`src/rtl/conv_stim_gen.sv`:
```
// Pattern source for the convolution input port: cyclic, ramp, constant or LFSR
// pixels over valid/ready, framed into FRAME_LEN beats with a completed-frame counter.
module conv_stim_gen #(
  parameter int                 DATA_W     = 8,
  parameter int                 SEQ_LEN    = 5,
  parameter int                 FRAME_LEN  = 784,
  parameter int                 NUM_FRAMES = 1,
  parameter logic [DATA_W-1:0]  LFSR_TAPS  = 8'hB8,
  parameter logic [DATA_W-1:0]  LFSR_SEED  = 8'h01
) (
  input  logic              clk,
  input  logic              rst,
  input  logic              start,
  input  logic [1:0]        mode,
  input  logic [DATA_W-1:0] base,
  output logic [DATA_W-1:0] d_out,
  output logic              d_valid,
  input  logic              d_ready,
  output logic              frame_last,
  output logic              busy,
  output logic [15:0]       frame_cnt
);

  localparam int PW = (FRAME_LEN > 1) ? $clog2(FRAME_LEN) : 1;
  localparam int SW = (SEQ_LEN > 1) ? $clog2(SEQ_LEN) : 1;
  localparam logic [PW-1:0] PIX_LAST = PW'(FRAME_LEN - 1);
  localparam logic [SW-1:0] SEQ_LAST = SW'(SEQ_LEN - 1);
  localparam logic [15:0]   FRAMES   = 16'(NUM_FRAMES);

  typedef enum logic {IDLE, RUN} state_t;

  state_t            state, state_nxt;
  logic [1:0]        mode_q, mode_nxt;
  logic [DATA_W-1:0] first_q, first_nxt;
  logic [DATA_W-1:0] gen_q, gen_nxt, adv_val;
  logic [SW-1:0]     seq_q, seq_nxt, adv_seq;
  logic [PW-1:0]     pix_q, pix_nxt;
  logic              last_q, last_nxt;
  logic [15:0]       fcnt_q, fcnt_nxt;

  // An all-zero LFSR would lock up, so base 0 selects the seed instead.
  function automatic logic [DATA_W-1:0] first_val(input logic [1:0] m, input logic [DATA_W-1:0] b);
    return (m == 2'd3 && b == '0) ? LFSR_SEED : b;
  endfunction

  always_comb begin
    adv_val = gen_q;
    adv_seq = seq_q;
    case (mode_q)
      2'd0: begin
        if (seq_q == SEQ_LAST) begin
          adv_val = first_q;
          adv_seq = '0;
        end else begin
          adv_val = gen_q + 1'b1;
          adv_seq = seq_q + 1'b1;
        end
      end
      2'd1:    adv_val = gen_q + 1'b1;
      2'd2:    adv_val = gen_q;
      default: adv_val = (gen_q >> 1) ^ (gen_q[0] ? LFSR_TAPS : '0);
    endcase
  end

  always_comb begin
    state_nxt = state;
    mode_nxt  = mode_q;
    first_nxt = first_q;
    gen_nxt   = gen_q;
    seq_nxt   = seq_q;
    pix_nxt   = pix_q;
    last_nxt  = last_q;
    fcnt_nxt  = fcnt_q;
    case (state)
      IDLE: begin
        if (start) begin
          mode_nxt  = mode;
          first_nxt = first_val(mode, base);
          gen_nxt   = first_val(mode, base);
          seq_nxt   = '0;
          pix_nxt   = '0;
          last_nxt  = (PIX_LAST == '0);
          fcnt_nxt  = '0;
          state_nxt = RUN;
        end
      end
      default: begin
        if (d_ready) begin
          if (last_q) begin
            // Every frame restarts the generator so frames are identical.
            fcnt_nxt = fcnt_q + 16'd1;
            pix_nxt  = '0;
            seq_nxt  = '0;
            gen_nxt  = first_q;
            last_nxt = (PIX_LAST == '0);
            if (FRAMES != 16'd0 && fcnt_nxt == FRAMES) begin
              state_nxt = IDLE;
              last_nxt  = 1'b0;
            end
          end else begin
            pix_nxt  = pix_q + 1'b1;
            gen_nxt  = adv_val;
            seq_nxt  = adv_seq;
            last_nxt = ((pix_q + 1'b1) == PIX_LAST);
          end
        end
      end
    endcase
  end

  always_ff @(posedge clk) begin
    if (!rst) begin
      state   <= IDLE;
      mode_q  <= '0;
      first_q <= '0;
      gen_q   <= '0;
      seq_q   <= '0;
      pix_q   <= '0;
      last_q  <= 1'b0;
      fcnt_q  <= '0;
    end else begin
      state   <= state_nxt;
      mode_q  <= mode_nxt;
      first_q <= first_nxt;
      gen_q   <= gen_nxt;
      seq_q   <= seq_nxt;
      pix_q   <= pix_nxt;
      last_q  <= last_nxt;
      fcnt_q  <= fcnt_nxt;
    end
  end

  assign d_out      = gen_q;
  assign d_valid    = (state == RUN);
  assign busy       = (state == RUN);
  assign frame_last = last_q;
  assign frame_cnt  = fcnt_q;

endmodule

```
`config.mk`:
```
export PLATFORM = sky130hd
export DESIGN_NAME = conv_stim_gen
export DESIGN_NICKNAME = d
export VERILOG_FILES = /design/src/rtl/conv_stim_gen.sv
export SDC_FILE = /design/constraint.sdc
export NUM_CORES = 1
export LEC_CHECK = 0
export ABC_AREA = 1
export CAP_MARGIN = 20
export CORE_AREA = 3 3 89 91
export DETAILED_ROUTE_END_ITERATION = 12
export DIE_AREA = 0 0 92 94
export GPL_ROUTABILITY_DRIVEN = 0
export GPL_TIMING_DRIVEN = 1
export HOLD_SLACK_MARGIN = 0.15
export PLACE_DENSITY_LB_ADDON = 0.1
export SETUP_SLACK_MARGIN = 0.15
export SYNTH_ARGS = -nofsm -noshare
export SYNTH_HDL_FRONTEND = slang
export SYNTH_SLANG_ARGS = --single-unit
```
`constraint.sdc`:
```
create_clock -name clk -period 4.09 [get_ports clk]
set_input_delay 1.227 -clock clk [delete_from_list [all_inputs] [get_ports clk]]
set_output_delay 1.227 -clock clk [all_outputs]
set_load 0.005 [all_outputs]
```
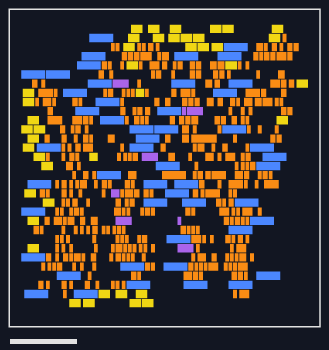
Run 1: placement by cell class
The bar under the picture is 20 um long.
Purple stands for clock drivers and dummy loads, cells 8. Orange stands for combinational and other logic, cells 367. Blue stands for sequential cells, cells 49. Yellow stands for remaining buffers and delay cells, cells 42.

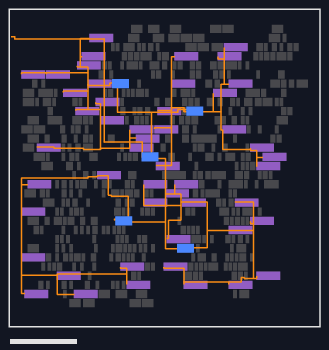
Run 1: clock network drawn from the DEF
The bar under the picture is 20 um long.
Orange stands for clock wires, length 700 um. Purple stands for flip-flops, count 49. Blue stands for clock drivers, count 5.
Position of the flops: spread over the die. There are 6 routed clock nets.

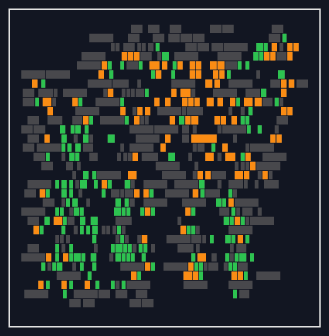
Run 1: gate families picked out
Green stands for nand cells, cells 149, most used nand2_1. Orange stands for aoi and oai cells, cells 103, most used a21oi_1, where spread over the die.

==> reports/results.tsv, run 1 <==
stage	metric	value	unit
critical_path	critical_path_buf_inv_count	3	
placed_design	port_buffers	40	
timing	finalMaxSlewViolations	0	
critical_path	rrSetupSlack	1.87	ns
timing	rsz0062_at_grt	no	
min_path	worstHoldEndpoint	pix_q[9]	
synthesis	ys_top_logic_family	simple AND/OR/NAND/NOR gates	
route	postRouteWirelength	7363	um
synthesis	edf_count	0	
global_routing	grt_pass1_wl	12500	um
critical_path	critPathLaunchType	input pin	
layout	area_growth	19.02	%
clock_tree	max-clock-path-buffers	2	
power	powerSeq	0.531	mW
synthesis	yosys_warnings	0	
layout	nNonClkBuffers	42	
layout	num-nonclk-inverters	46	
layout	comb_area	0.001613	mm^2
status	status	completed	
synthesis	yosysSeqAreaShare	0.3445	
power	pwr-share-comb	0.163	
critical_path	rr_startpoint	busy	
route	wire_per_inst	13.03	um
timing	worst_slack	1.255	ns
power	powerDensity	288.6	mW/mm^2
power	switching_share	0.2959	
run	warnings	29	
power	comb_power	0.159	mW
route	top_layer_used	met4	
synthesis	synthAoiAreaFrac	0.2065	
critical_path	crit_chain	clkdlybuf4s50_1 > nand2_2 > nand2_2 > inv_2 > a31oi_4 > inv_2 > a221oi_1 > a21oi_1	
layout	fillers	790	
floorplanning	fp_util	0.3947	
layout	clock_cell_area_share	0.02473	
synthesis	top_area_cell	dfxtp_1	
critical_path	worst_path_max_delay_cell	clkdlybuf4s50_1	
power	p_seq_frac	0.542	
synthesis	flop_cell	dfxtp_1	
timing	min_period_over_period	0.6931	
route	wl_met1	3698	um
critical_path	critPathLaunch	start	
clock_tree	cts_tree	built	
layout	layout_top_cell	nand2_1	
critical_path	required	4.27	ns
power	p_clk_frac	0.295	
critical_path	critPathMaxFanout	13	
clock_tree	clk_pin_slew	0.10	ns
synthesis	fp_nets	450	
synthesis	synth_cell_type_count	33	
synthesis	synth_cells	429	
timing	worst_pin_slew	0.5598	ns
layout	postLayoutCellArea	0.003390	mm^2
global_routing	busiest_layer	met2	
timing	slew-limit-headroom	0.6243	
synthesis	ys_area	0.002848	mm^2
power	p_leak	1.224	nW
floorplanning	taps	99	
critical_path	r2r_cells	8	
floorplanning	ioPinCount	41	
Run 1, M2 wires:
Cells faint in the background.
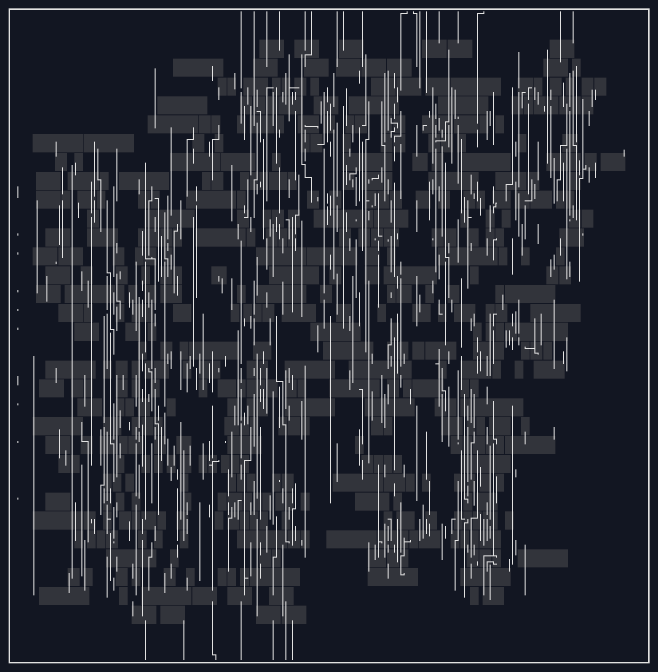

==> run 2: changes to the inputs <==
==> constraint.sdc (replaced) <==
create_clock -name clk -period 2.6 [get_ports clk]
set_input_delay 0.78 -clock clk [delete_from_list [all_inputs] [get_ports clk]]
set_output_delay 0.78 -clock clk [all_outputs]
set_load 0.005 [all_outputs]
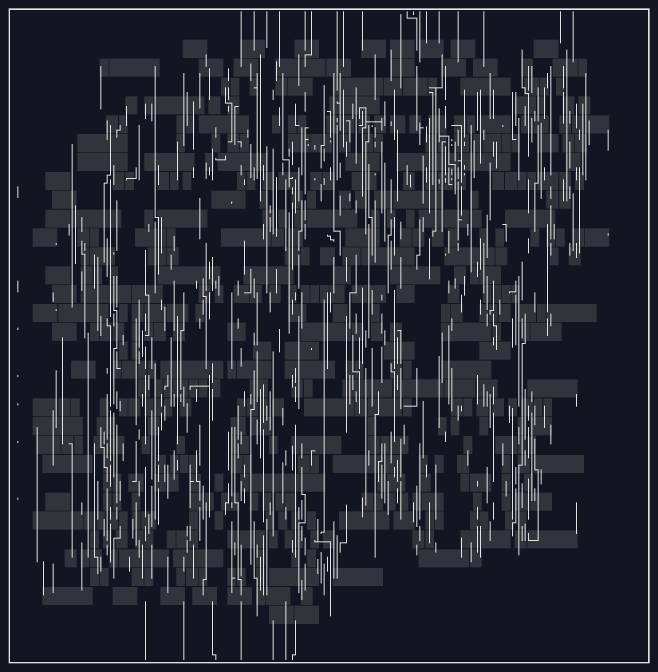
Run 2: M2 wires
Cells faint in the background.
The layer holds 43% of the routed length. The longest straight run is 33.5 um.

==> run 2 against run 1 <==
Effect of this change:
- count of clock-buffer cells in the layout unchanged
- hold slack got worse by 0.0072 ns
- final cell count rose by 1.2%
- wire length rose by 0.80%
- first-iteration DRC count is 30% lower
- core utilization rose by 1.2 points
- clock power up 100%
- power rose by 71%
==> reports/results.tsv, run 2 <==
stage	metric	value	unit
status	status	completed	
critical_path	r2r-end	busy	
critical_path	crit_chain	clkdlybuf4s50_1	
timing	slew-limit-headroom	0.6275	
layout	drive_gt1_frac	0.07611	
placed_design	hpwlAfterDp	5510	um
layout	clock_cell_area_share	0.03349	
synthesis	synth_cells	429	
power	comb_power	0.269	mW
synthesis	synthAoiAreaFrac	0.2065	
layout	postLayoutCellArea	0.003475	mm^2
placed_design	post-place-cells	564	
synthesis	top_area_cell	dfxtp_1	
synthesis	ys_cells	429	
layout	nNetsFinal	493	
global_routing	grt.total_usage	0.1746	
synthesis	ys_top_logic_family	simple AND/OR/NAND/NOR gates	
synthesis	synth.most_common_cell	nand2_1	
clock_tree	cts_setup_buffers	0	
timing	min_period_over_period	0.8405	
layout	nNonClkBuffers	49	
power	powerSeq	0.829	mW
timing	finalMaxSlewViolations	0	
synthesis	topCellsByArea	dfxtp_1 (34%), nand2_1 (15%), a21oi_1 (9.1%), nor2_1 (5.1%), inv_1 (4.6%)	
critical_path	worst_path_max_delay_cell	clkdlybuf4s50_1	
critical_path	required	1.82	ns
clock_tree	cts_root_buf	clkbuf_8	
power	irDropWorstVdd	201.5	uV
route	wire_per_inst	12.98	um
layout	num-nonclk-inverters	46	
timing	final_hold_viol_count	0	
layout	area_growth	22.01	%
run	warnings	29	
route	wl_met1	3781	um
timing	fin_skew	0.006413	ns
synthesis	yosysSeqAreaShare	0.3445	
clock_tree	cts_max_level	2	
timing	worst_slack	0.4146	ns
placed_design	port_buffers	40	
synthesis	fp_nets	450	
global_routing	met1_usage	0.2538	
power	p_clk_frac	0.344	
synthesis	fa_ha_area_frac	0.03076	
critical_path	critical_path_buf_inv_count	1	
power	p_seq_frac	0.495	
route	drc	0	
synthesis	yosys_warnings	0	
critical_path	r2r_cells	10	
synthesis	synthesis.area	0.002848	mm^2
critical_path	rrSetupSlack	0.60	ns
critical_path	critPathMaxFanout	9	
timing	layout_min_cycle_time	2.185	ns
floorplanning	fp_util	0.3947	
route	dr.pass1.iters	4	
route	postRouteWirelength	7422	um
clock_tree	max-clock-path-buffers	2	
layout	nClkBuffers	7	
critical_path	critPathLaunchType	register	
clock_tree	cts_tree	built	
power	p_clk	0.576	mW
power	switching_share	0.2738	
floorplanning	chipArea	0.008648	mm^2
power	powerDensity	481.8	mW/mm^2
layout	mostFrequentLayoutCells	nand2_1 (112), a21oi_1 (52), dfxtp_1 (49), clkdlybuf4s50_1 (40), nor2_1 (39)	
layout	layout_top_cell	nand2_1	
critical_path	critPathLaunch	busy	
synthesis	synthTopCellsByCount	nand2_1 (112), a21oi_1 (52), dfxtp_1 (49)	
global_routing	grt_pass1_wl	12450	um
critical_path	rr_startpoint	frame_cnt[0]	
synthesis	flop_cell	dfxtp_1	
global_routing	antenna_found_initial	0	
layout	comb_area	0.001613	mm^2
timing	rsz0062_at_grt	no	
min_path	worstHoldEndpoint	seq_q[2]	
floorplanning	ioPinCount	41	
synthesis	edf_count	0	
floorplanning	die_h	94	um
power	finalPower	1.674	mW
timing	fin_setup_tns	0	ns
synthesis	ys_area	0.002848	mm^2
clock_tree	cts_sinks	49	
timing	worst_pin_slew	0.5551	ns
synthesis	synth_cell_type_count	33	
power	pwr-share-comb	0.161	
global_routing	busiest_layer	met2	
route	top_layer_used	met4	
min_path	min_path_type	reg -> reg	
clock_tree	clk_pin_slew	0.09	ns
power	p_leak	1.280	nW
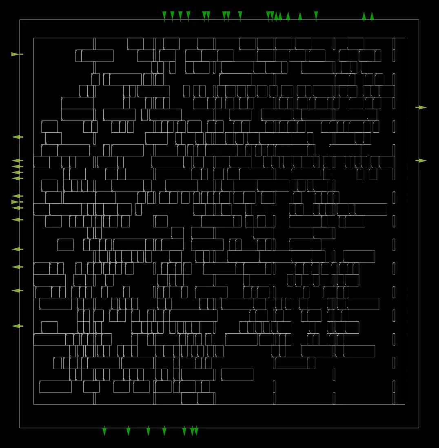
Run 2: placement view
Final Util: 0.4816
Tapcells: 99
std cell rows: 31
# fillers: 788
sequential cells: 49

Run 2, placement by cell class:
The bar under the picture is 20 um long.
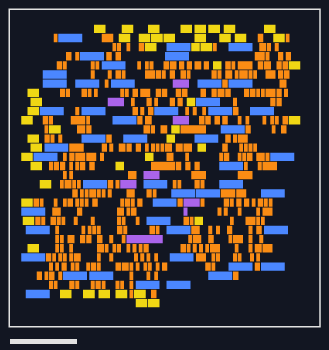

==> run 3: changes to the inputs <==
==> constraint.sdc (replaced) <==
create_clock -name clk -period 1.8 [get_ports clk]
set_input_delay 0.54 -clock clk [delete_from_list [all_inputs] [get_ports clk]]
set_output_delay 0.54 -clock clk [all_outputs]
set_load 0.005 [all_outputs]
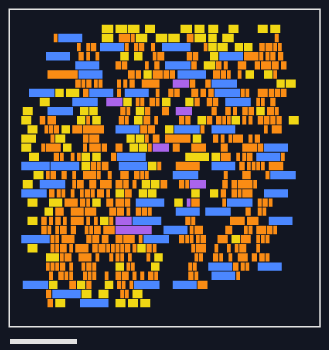
Run 3: placement by cell class
The bar under the picture is 20 um long.
Purple stands for clock drivers and dummy loads, cells 8. Yellow stands for remaining buffers and delay cells, cells 100. Orange stands for combinational and other logic, cells 367. Blue stands for sequential cells, cells 49.

==> run 3 against run 2 <==
Effect of this change:
- combinational power is 81% higher
- clock skew rose by 0.00097 ns
- global-route usage rose by 2.1 points
- largest power group unchanged
- register-to-register slack lost 0.37 ns
- count of clock-buffer cells in the layout unchanged
- non-clock buffer count grew 51
- highest routed layer unchanged
- die area stayed put
==> reports/results.tsv, run 3 <==
stage	metric	value	unit
floorplanning	fp_util	0.3947	
layout	drive_gt1_frac	0.2863	
route	postRouteWirelength	8085	um
clock_tree	cts_tree	built	
layout	num-nonclk-inverters	46	
critical_path	r2r_cells	9	
synthesis	yosys_warnings	0	
power	p_clk	0.824	mW
floorplanning	die_h	94	um
route	wire_per_inst	12.98	um
critical_path	r2r-end	frame_last	
layout	mostFrequentLayoutCells	nand2_1 (101), buf_4 (56), a21oi_1 (52), inv_1 (33)	
synthesis	yosysSeqAreaShare	0.3445	
synthesis	ys_top_logic_family	simple AND/OR/NAND/NOR gates	
clock_tree	max-clock-path-buffers	2	
floorplanning	chipArea	0.008648	mm^2
synthesis	fp_nets	450	
layout	nNetsFinal	544	
placed_design	hpwlAfterDp	5799	um
synthesis	ys_area	0.002848	mm^2
timing	fin_setup_tns	0	ns
timing	slew-limit-headroom	0.7957	
floorplanning	ioPinCount	41	
placed_design	port_buffers	40	
critical_path	rr_startpoint	pix_q[1]	
run	warnings	31	
timing	finalMaxSlewViolations	0	
route	wl_met1	3939	um
placed_design	post-place-cells	588	
global_routing	met1_usage	0.2725	
layout	nClkBuffers	7	
critical_path	critPathLaunchType	register	
layout	seq_cell_count	49	
floorplanning	taps	99	
global_routing	grt_pass1_wl	13650	um
clock_tree	cts_sinks	49	
power	switching_share	0.2732	
power	powerSeq	1.17	mW
min_path	min_path_type	reg -> reg	
power	finalPower	2.478	mW
synthesis	synth.most_common_cell	nand2_1	
timing	worst_slack	0.2017	ns
power	p_clk_frac	0.333	
min_path	worstHoldEndpoint	seq_q[2]	
clock_tree	cts_setup_buffers	17	
power	p_seq_frac	0.471	
critical_path	critPathLaunch	frame_cnt[3]	
layout	layout_top_cell	nand2_1	
synthesis	synth_cells	429	
synthesis	synthTopCellsByCount	nand2_1 (112), a21oi_1 (52), dfxtp_1 (49)	
power	pwr-share-comb	0.196	
route	drc	0	
synthesis	top_area_cell	dfxtp_1	
clock_tree	cts_max_level	2	
power	comb_power	0.486	mW
timing	worst_pin_slew	0.3059	ns
timing	min_period_over_period	0.8879	
power	irDropWorstVdd	373.2	uV
timing	layout_min_cycle_time	1.598	ns
status	status	completed	
floorplanning	row_count	31	
global_routing	grt_pass1_vias	2906	
timing	rsz0062_at_grt	yes	
route	dr.pass1.iters	5	
synthesis	topCellsByArea	dfxtp_1 (34%), nand2_1 (15%), a21oi_1 (9.1%), nor2_1 (5.1%), inv_1 (4.6%)	
critical_path	rrSetupSlack	0.23	ns
critical_path	crit_chain	buf_4 > dlygate4sd2_1	
power	powerDensity	608.2	mW/mm^2
timing	fin_skew	0.007380	ns
critical_path	required	1.26	ns
clock_tree	cts_root_buf	clkbuf_8	
synthesis	edf_count	0	
synthesis	synthAoiAreaFrac	0.2065	
layout	clock_cell_area_share	0.02856	
power	p_leak	1.749	nW
synthesis	flop_cell	dfxtp_1	
layout	antenna_cells	0	
timing	final_hold_viol_count	0	
critical_path	worst_path_max_delay_cell	dfxtp_4	
global_routing	busiest_layer	met2	
layout	comb_area	0.001773	mm^2
synthesis	fa_ha_area_frac	0.03076	
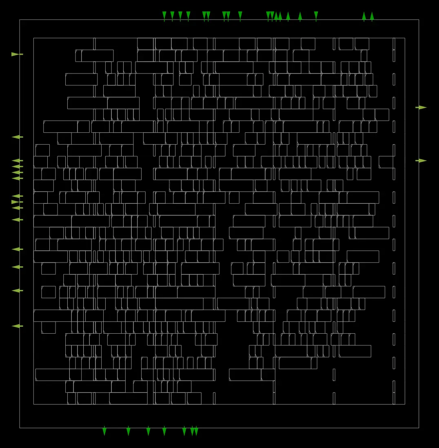
Run 3: placement view
# fillers: 736
flop share of the area: 0.2561
non-filler cells, final: 623
Core Area: 0.007214 mm^2
Final Util: 0.5647

Power and IR drop assume default switching activity.
